<file path="config.mk">
export PLATFORM = sky130hd
export DESIGN_NAME = imem_loader
export DESIGN_NICKNAME = d
export VERILOG_FILES = /design/src/rtl/imem_loader.sv
export SDC_FILE = /design/constraint.sdc
export NUM_CORES = 1
export LEC_CHECK = 0
export ABC_AREA = 1
export CORE_UTILIZATION = 45
export CTS_BUF_LIST = sky130_fd_sc_hd__clkbuf_4 sky130_fd_sc_hd__clkbuf_8
export DETAILED_ROUTE_END_ITERATION = 6
export PLACE_DENSITY_LB_ADDON = 0.08
export SETUP_SLACK_MARGIN = 0.1
export SYNTH_ARGS = -nofsm -noshare
export SYNTH_HDL_FRONTEND = slang
export SYNTH_SLANG_ARGS = --single-unit
</file>
<file path="constraint.sdc">
create_clock -name CLK -period 1.9 [get_ports CLK]
set_clock_uncertainty 0.15 [all_clocks]
set_input_delay 0.38 -clock CLK [delete_from_list [all_inputs] [get_ports CLK]]
set_output_delay 0.38 -clock CLK [all_outputs]
set_load 0.05 [all_outputs]
</file>
<file path="src/rtl/imem_loader.sv">
// Byte-stream program loader: parses a length/payload/checksum frame, writes
// 32-bit words to instruction memory and holds the core in reset until a valid image lands.
module imem_loader #(
  parameter logic [31:0] BASE_ADDR = 32'h0000_0000,
  parameter int unsigned MAX_WORDS = 256
) (
  input  logic        CLK,
  input  logic        rst,
  input  logic        start,
  input  logic [7:0]  in_data,
  input  logic        in_valid,
  output logic        in_ready,
  output logic        mem_we,
  output logic [31:0] mem_addr,
  output logic [31:0] mem_wd,
  output logic        core_hold,
  output logic        done,
  output logic        err_len,
  output logic        err_sum
);

  typedef enum logic [2:0] {
    S_IDLE,
    S_LEN0,
    S_LEN1,
    S_DATA,
    S_CHECK,
    S_DONE,
    S_ERROR
  } state_t;

  state_t      state_q, state_d;
  logic [7:0]  sum_q, sum_d;
  logic [7:0]  len_lo_q, len_lo_d;
  logic [15:0] count_q, count_d;
  logic [15:0] word_cnt_q, word_cnt_d;
  logic [1:0]  byte_idx_q, byte_idx_d;
  logic [23:0] word_buf_q, word_buf_d;
  logic        in_ready_q, in_ready_d;
  logic        mem_we_q, mem_we_d;
  logic [31:0] mem_addr_q, mem_addr_d;
  logic [31:0] mem_wd_q, mem_wd_d;
  logic        core_hold_q, core_hold_d;
  logic        done_q, done_d;
  logic        err_len_q, err_len_d;
  logic        err_sum_q, err_sum_d;

  logic        xfer;
  logic [15:0] hdr_count;
  logic [15:0] next_word_cnt;

  assign xfer          = in_valid && in_ready_q;
  assign hdr_count     = {in_data, len_lo_q};
  assign next_word_cnt = word_cnt_q + 16'd1;

  always_comb begin
    state_d     = state_q;
    sum_d       = sum_q;
    len_lo_d    = len_lo_q;
    count_d     = count_q;
    word_cnt_d  = word_cnt_q;
    byte_idx_d  = byte_idx_q;
    word_buf_d  = word_buf_q;
    mem_we_d    = 1'b0;
    mem_addr_d  = mem_addr_q;
    mem_wd_d    = mem_wd_q;
    err_len_d   = err_len_q;
    err_sum_d   = err_sum_q;

    case (state_q)
      S_IDLE, S_DONE, S_ERROR: begin
        if (start) begin
          state_d    = S_LEN0;
          sum_d      = 8'd0;
          count_d    = 16'd0;
          word_cnt_d = 16'd0;
          byte_idx_d = 2'd0;
          err_len_d  = 1'b0;
          err_sum_d  = 1'b0;
        end
      end

      S_LEN0: begin
        if (xfer) begin
          len_lo_d = in_data;
          sum_d    = sum_q + in_data;
          state_d  = S_LEN1;
        end
      end

      S_LEN1: begin
        if (xfer) begin
          count_d    = hdr_count;
          sum_d      = sum_q + in_data;
          byte_idx_d = 2'd0;
          if ({16'd0, hdr_count} > MAX_WORDS) begin
            state_d   = S_ERROR;
            err_len_d = 1'b1;
          end else if (hdr_count == 16'd0) begin
            state_d = S_CHECK;
          end else begin
            state_d = S_DATA;
          end
        end
      end

      S_DATA: begin
        if (xfer) begin
          sum_d      = sum_q + in_data;
          byte_idx_d = byte_idx_q + 2'd1;
          case (byte_idx_q)
            2'd0: word_buf_d[7:0]   = in_data;
            2'd1: word_buf_d[15:8]  = in_data;
            2'd2: word_buf_d[23:16] = in_data;
            default: begin
              // Fourth byte completes the word; the write is registered for next cycle
              mem_we_d   = 1'b1;
              mem_wd_d   = {in_data, word_buf_q};
              mem_addr_d = BASE_ADDR + {14'd0, word_cnt_q, 2'b00};
              word_cnt_d = next_word_cnt;
              if (next_word_cnt == count_q) begin
                state_d = S_CHECK;
              end
            end
          endcase
        end
      end

      S_CHECK: begin
        if (xfer) begin
          if (in_data == sum_q) begin
            state_d = S_DONE;
          end else begin
            state_d   = S_ERROR;
            err_sum_d = 1'b1;
          end
        end
      end

      default: state_d = S_IDLE;
    endcase

    // Status outputs are registered copies of what the next state implies
    in_ready_d  = (state_d == S_LEN0) || (state_d == S_LEN1) ||
                  (state_d == S_DATA) || (state_d == S_CHECK);
    core_hold_d = (state_d != S_DONE);
    done_d      = (state_d == S_DONE);
  end

  always_ff @(posedge CLK or negedge rst) begin
    if (!rst) begin
      state_q     <= S_IDLE;
      sum_q       <= 8'd0;
      len_lo_q    <= 8'd0;
      count_q     <= 16'd0;
      word_cnt_q  <= 16'd0;
      byte_idx_q  <= 2'd0;
      word_buf_q  <= 24'd0;
      in_ready_q  <= 1'b0;
      mem_we_q    <= 1'b0;
      mem_addr_q  <= BASE_ADDR;
      mem_wd_q    <= 32'd0;
      core_hold_q <= 1'b1;
      done_q      <= 1'b0;
      err_len_q   <= 1'b0;
      err_sum_q   <= 1'b0;
    end else begin
      state_q     <= state_d;
      sum_q       <= sum_d;
      len_lo_q    <= len_lo_d;
      count_q     <= count_d;
      word_cnt_q  <= word_cnt_d;
      byte_idx_q  <= byte_idx_d;
      word_buf_q  <= word_buf_d;
      in_ready_q  <= in_ready_d;
      mem_we_q    <= mem_we_d;
      mem_addr_q  <= mem_addr_d;
      mem_wd_q    <= mem_wd_d;
      core_hold_q <= core_hold_d;
      done_q      <= done_d;
      err_len_q   <= err_len_d;
      err_sum_q   <= err_sum_d;
    end
  end

  assign in_ready  = in_ready_q;
  assign mem_we    = mem_we_q;
  assign mem_addr  = mem_addr_q;
  assign mem_wd    = mem_wd_q;
  assign core_hold = core_hold_q;
  assign done      = done_q;
  assign err_len   = err_len_q;
  assign err_sum   = err_sum_q;

endmodule
</file>
Figure 1. Floorplan with the power grid.
Bar = 20 µm. Pins as bars on the die edge. Tap cells in gray.
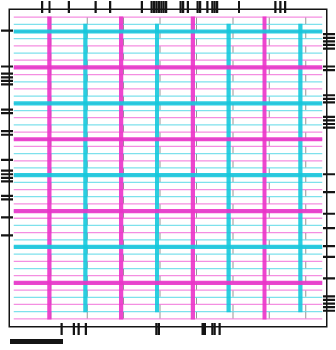
Key: cyan = VDD; magenta = VSS
43 met1 rails follow the rows. 8 straps on met5. The core has 42 rows. 176 tap cells.

Figure 2. Placed cells, one color a class.
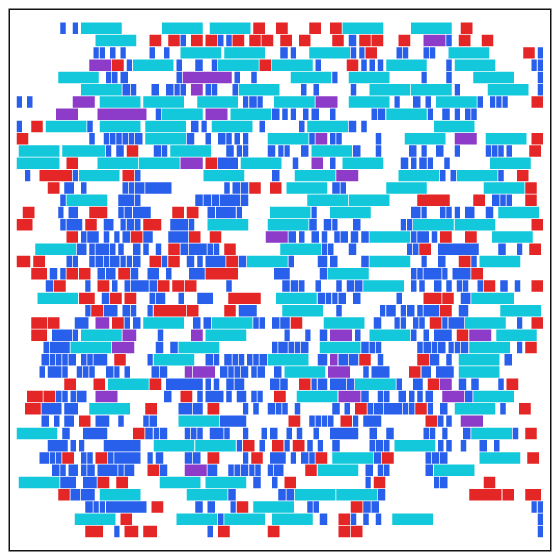
Key: red = remaining buffers and delay cells [cells 159, share of their area 16%]; cyan = sequential cells [cells 131, share of their area 41%]; blue = remaining logic cells [cells 601, share of their area 38%]; purple = clock drivers and dummy loads [cells 31, share of their area 5.0%]

Figure 3. Clock distribution.
Bar = 20 µm.
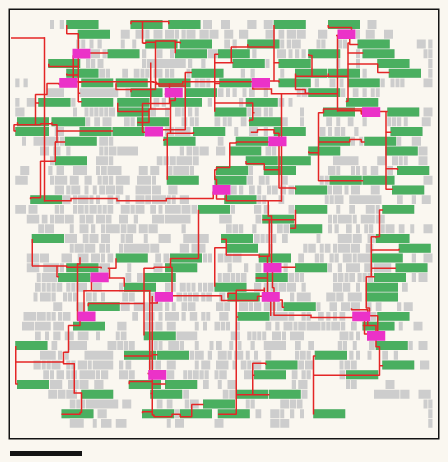
Key: red = clock wires [length 1690 µm]; magenta = clock-net drivers [count 17]; green = flip-flops [count 131]
Position of the flops: all over the die. There are 18 routed clock nets.

Figure 4. Signal wires by layer.
Bar = 20 µm. Two of the layers only.
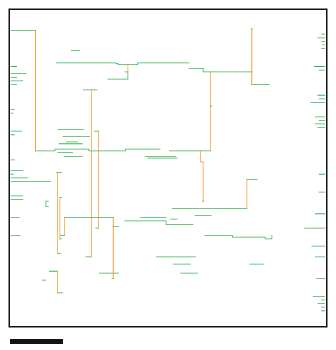
Key: orange = M4 [wire length 314 µm]; green = M3 [wire length 569 µm]

Figure 5. Clock routing.
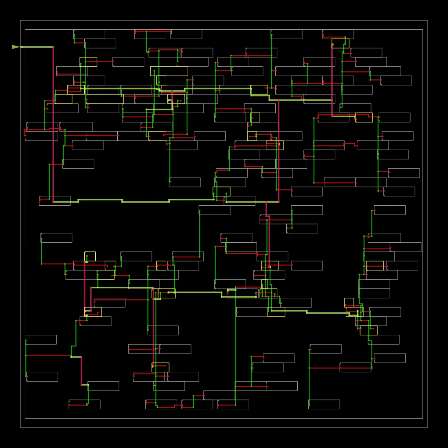
number of sinks on the clock net: 131
number of buffers inserted during clock tree synthesis: 17
power in the clock group: 2380 µW
Insertion Delay late pin: 0.45 ns
count of sequential standard cells: 131

==> out/metrics.yaml <==
max-cap-violations: 0
count_of_nets_left_with_antenna_violations_after_detail_routing: 0
drt-vias-per-instance: 4.98
drt-initial-drc-count: 340
dp.final_hpwl_um: 10900
clock_tree.buffer_depth: 2
synth.lib_cells_used.distinct: 34
place_worst_setup_slack_ns: -0.721
status: "complete, but fails checks"
mi_logic_area_um2: 2710
synthToLayoutAreaGrowth_pct: 31.8
avgSynthCellArea_um2: 8.26
cp.buffers_inverters: 2
route.vias.total: 5473
chipArea_um2: 14300
rr_worst_depth: 16
max_stage_delay_ns: 0.39
cts-root-buf: "sky130_fd_sc_hd__clkbuf_8"
ys_flop_type: "sky130_fd_sc_hd__dfrtp_1"
worst_slew_margin_rel: 0.614
final_common_cell: "sky130_fd_sc_hd__nand2_1"
max_ffs_per_register: 32
timing.critical_path.slowest_stage_cell: "sky130_fd_sc_hd__dfrtp_1"
drt-wirelength-per-cell_um: 14.2
rsz_0062_raised_after_global_routing: "true"
die_height_um: 120
postPlaceCellArea_um2: 7540
timing_max_transition_violations_final: 0
timing.final.crit_share: 1.17
hp-class: "input pin to register"
r2r-start: "word_cnt_q[0]"
layout_top_cells_excl_fill_tap: "228 x sky130_fd_sc_hd__nand2_1, 138 x sky130_fd_sc_hd__buf_4, 128 x sky130_fd_sc_hd__dfrtp_1, 84 x sky130_fd_sc_hd__o21ai_0, 69 x sky130_fd_sc_hd__inv_1"
ioPinCount: 82
power.share.sequential: 0.367
switching_power_uw: 4160
core_util_floorplan: 0.467
antenna_found_initial: 0
instance_count_on_the_critical_path: 16
finalWorstPathRequiredPeriod_ns: 2.22
design_power_uw: 10700
final_core_util: 0.615
cts_max_level: 4
irDropWorstVdd_mv: 0.885
routed_wirelength_um: 15600
worst_setup_path_startpoint: "word_cnt_q[0]"
route.detailed.drc: 0
seq_area_frac_synth: 0.526
routability_cong: 0.914
synth.yosys.chip_area_um2: 6230
cellLeakagePower_uw: 0.00413
final.setup.worst_slack_ns: -0.320
cp.required_ns: 2.09
crit_path_frequent_cell: "sky130_fd_sc_hd__nand2_1"
cp.arrival_ns: 2.41
worstSetupEndpointType: "register"
global_route_wire_length_before_repair_um: 26200
fill_cells: 1213
ys_async_sr_fraction: 1.00
cts.clk_slew.worst_paths_ns: 0.07
critical_path.cell_chain: "buf_4, inv_1, nor2_4, nand2_2, nand2_2, nand2_1, nand2_1, nand2_1, nor2_2, nand3_2, nor2_4, nand3_2, nand2_4, nand3_2, nand2_1, nand2_1"
top_area_cell: "sky130_fd_sc_hd__dfrtp_1"
vias_in_the_first_global_route: 5440
io_buffers: 65
dr.pass1.iters: 4
synthTopCellsByArea: "sky130_fd_sc_hd__dfrtp_1 52%, sky130_fd_sc_hd__nand2_1 14%, sky130_fd_sc_hd__o21ai_0 7.5%"
failed_checks: "setup timing"
yosysCellCount: 754
insertedDiodeCount: 0
stage_log_warnings: 32
worst_flop_to_flop_path_endpoint: "in_ready"
enable_flop_cells: 0
layout-drive-gt1-share: 0.260
post-synth-top-area-fraction: 0.522
globalRoute.totalOverflow: 0
postLayoutCellArea_um2: 8210
intPower_uw: 6500
cts_tree: "built"
fp.coreArea_um2: 13300
sequential_cell_area_um2: 3280
timing.critical_path.max_delay_family: "simple AND/OR/NAND/NOR gates"
critPathMaxFanout: 6
grt_util_overall: 0.236
crit_path_end: "in_ready"
std_cell_rows: 42
hold_crit_depth: 4
critical_path_launch_point_type: "register"
postSynthRegisterBits: 131
setup-violations-final: 7
-- per-layer routing --
layer / vias to the layer above / track usage / wire [µm]
li1: 2707 / - / -
met1: 2621 / 0.314 / 7420
met2: 116 / 0.371 / 7330
met3: 29 / 0.0556 / 568
met4: 0 / 0.0922 / 314
met5: - / 0 / 0
-- synthesized netlist by cell type, types with 2 or more instances --
| cell | instances |
|---|---|
| sky130_fd_sc_hd__nand2_1 | 236 |
| sky130_fd_sc_hd__dfrtp_1 | 130 |
| sky130_fd_sc_hd__o21ai_0 | 93 |
| sky130_fd_sc_hd__inv_1 | 72 |
| sky130_fd_sc_hd__nand3_1 | 66 |
| sky130_fd_sc_hd__nor2_1 | 40 |
| sky130_fd_sc_hd__buf_4 | 17 |
| sky130_fd_sc_hd__clkbuf_1 | 15 |
| sky130_fd_sc_hd__ha_1 | 12 |
| sky130_fd_sc_hd__nand4_1 | 11 |
| sky130_fd_sc_hd__nand2_2 | 8 |
| sky130_fd_sc_hd__o22ai_1 | 8 |
| sky130_fd_sc_hd__buf_2 | 6 |
| sky130_fd_sc_hd__a21oi_1 | 5 |
| sky130_fd_sc_hd__nor2_4 | 4 |
| sky130_fd_sc_hd__xor2_1 | 4 |
| sky130_fd_sc_hd__inv_2 | 3 |
| sky130_fd_sc_hd__nor2_2 | 3 |
| sky130_fd_sc_hd__nor3_1 | 3 |
| sky130_fd_sc_hd__a22o_1 | 2 |
| sky130_fd_sc_hd__o21bai_1 | 2 |
| sky130_fd_sc_hd__xnor2_1 | 2 |
-- what timing repair did --
item                                    CTS  global route
gates resized                            21            36
hold endpoints to repair                130             0
buffers inserted                          8             4
endpoints found under the setup margin   15            50
hold buffers                              1             0
gates cloned                              1             0
pin swaps                                11            19
-- final cells by class --
type	count	area share
repair buffers	159	0.159
clock buffers	23	0.0363
well taps	176	0.0268
clock inverters	8	0.0125
flip-flops and latches	131	0.400
multi-input cells	525	0.331
inverters	76	0.0348
-- power groups by stage --
stage | registers [µW] | logic (µW) | clock network [µW]
floorplan | 4390 | 2050 | 0
global placement | 3930 | 3920 | 0
detailed placement | 3950 | 4020 | 0
CTS | 3900 | 4150 | 2450
global route | 4000 | 4830 | 2560
finish | 3910 | 4370 | 2380
-- cells by family after synthesis --
logic type | after synthesis | share of synthesized area
and+or+nand+nor | 374 | 0.256
DFF | 131 | 0.526
adders and majority gates | 13 | 0.0273
other | 1 | 0.000602
AOI/OAI and AO/OA | 114 | 0.0970
xor gates and xnor gates | 7 | 0.0121
buffers and inverters | 114 | 0.0801
-- per-stage QoR --
stage          setup TNS, ns  cells  hold WS, ns
3_3_place_gp          -19.46   1055        0.308
4_1_cts                -1.51   1096        0.270
5_1_grt                -4.25   1098        0.321
2_1_floorplan        -0.0713    769      -0.0656
3_5_place_dp          -21.21   1055        0.311
6_report               -1.58   1098        0.290
-- worst min path at each step --
stage,start,to,slack (ns)
after CTS,in_data[1],count_q[9],0.27
after detailed placement,rst,mem_addr[10],0.31
after global placement,mem_wd[13],mem_wd[13],0.31
after global routing,in_data[1],count_q[9],0.32
after floorplan,rst,byte_idx_q[0],-0.07
final,in_data[1],count_q[9],0.29
Power is estimated from default activity; no workload was simulated.
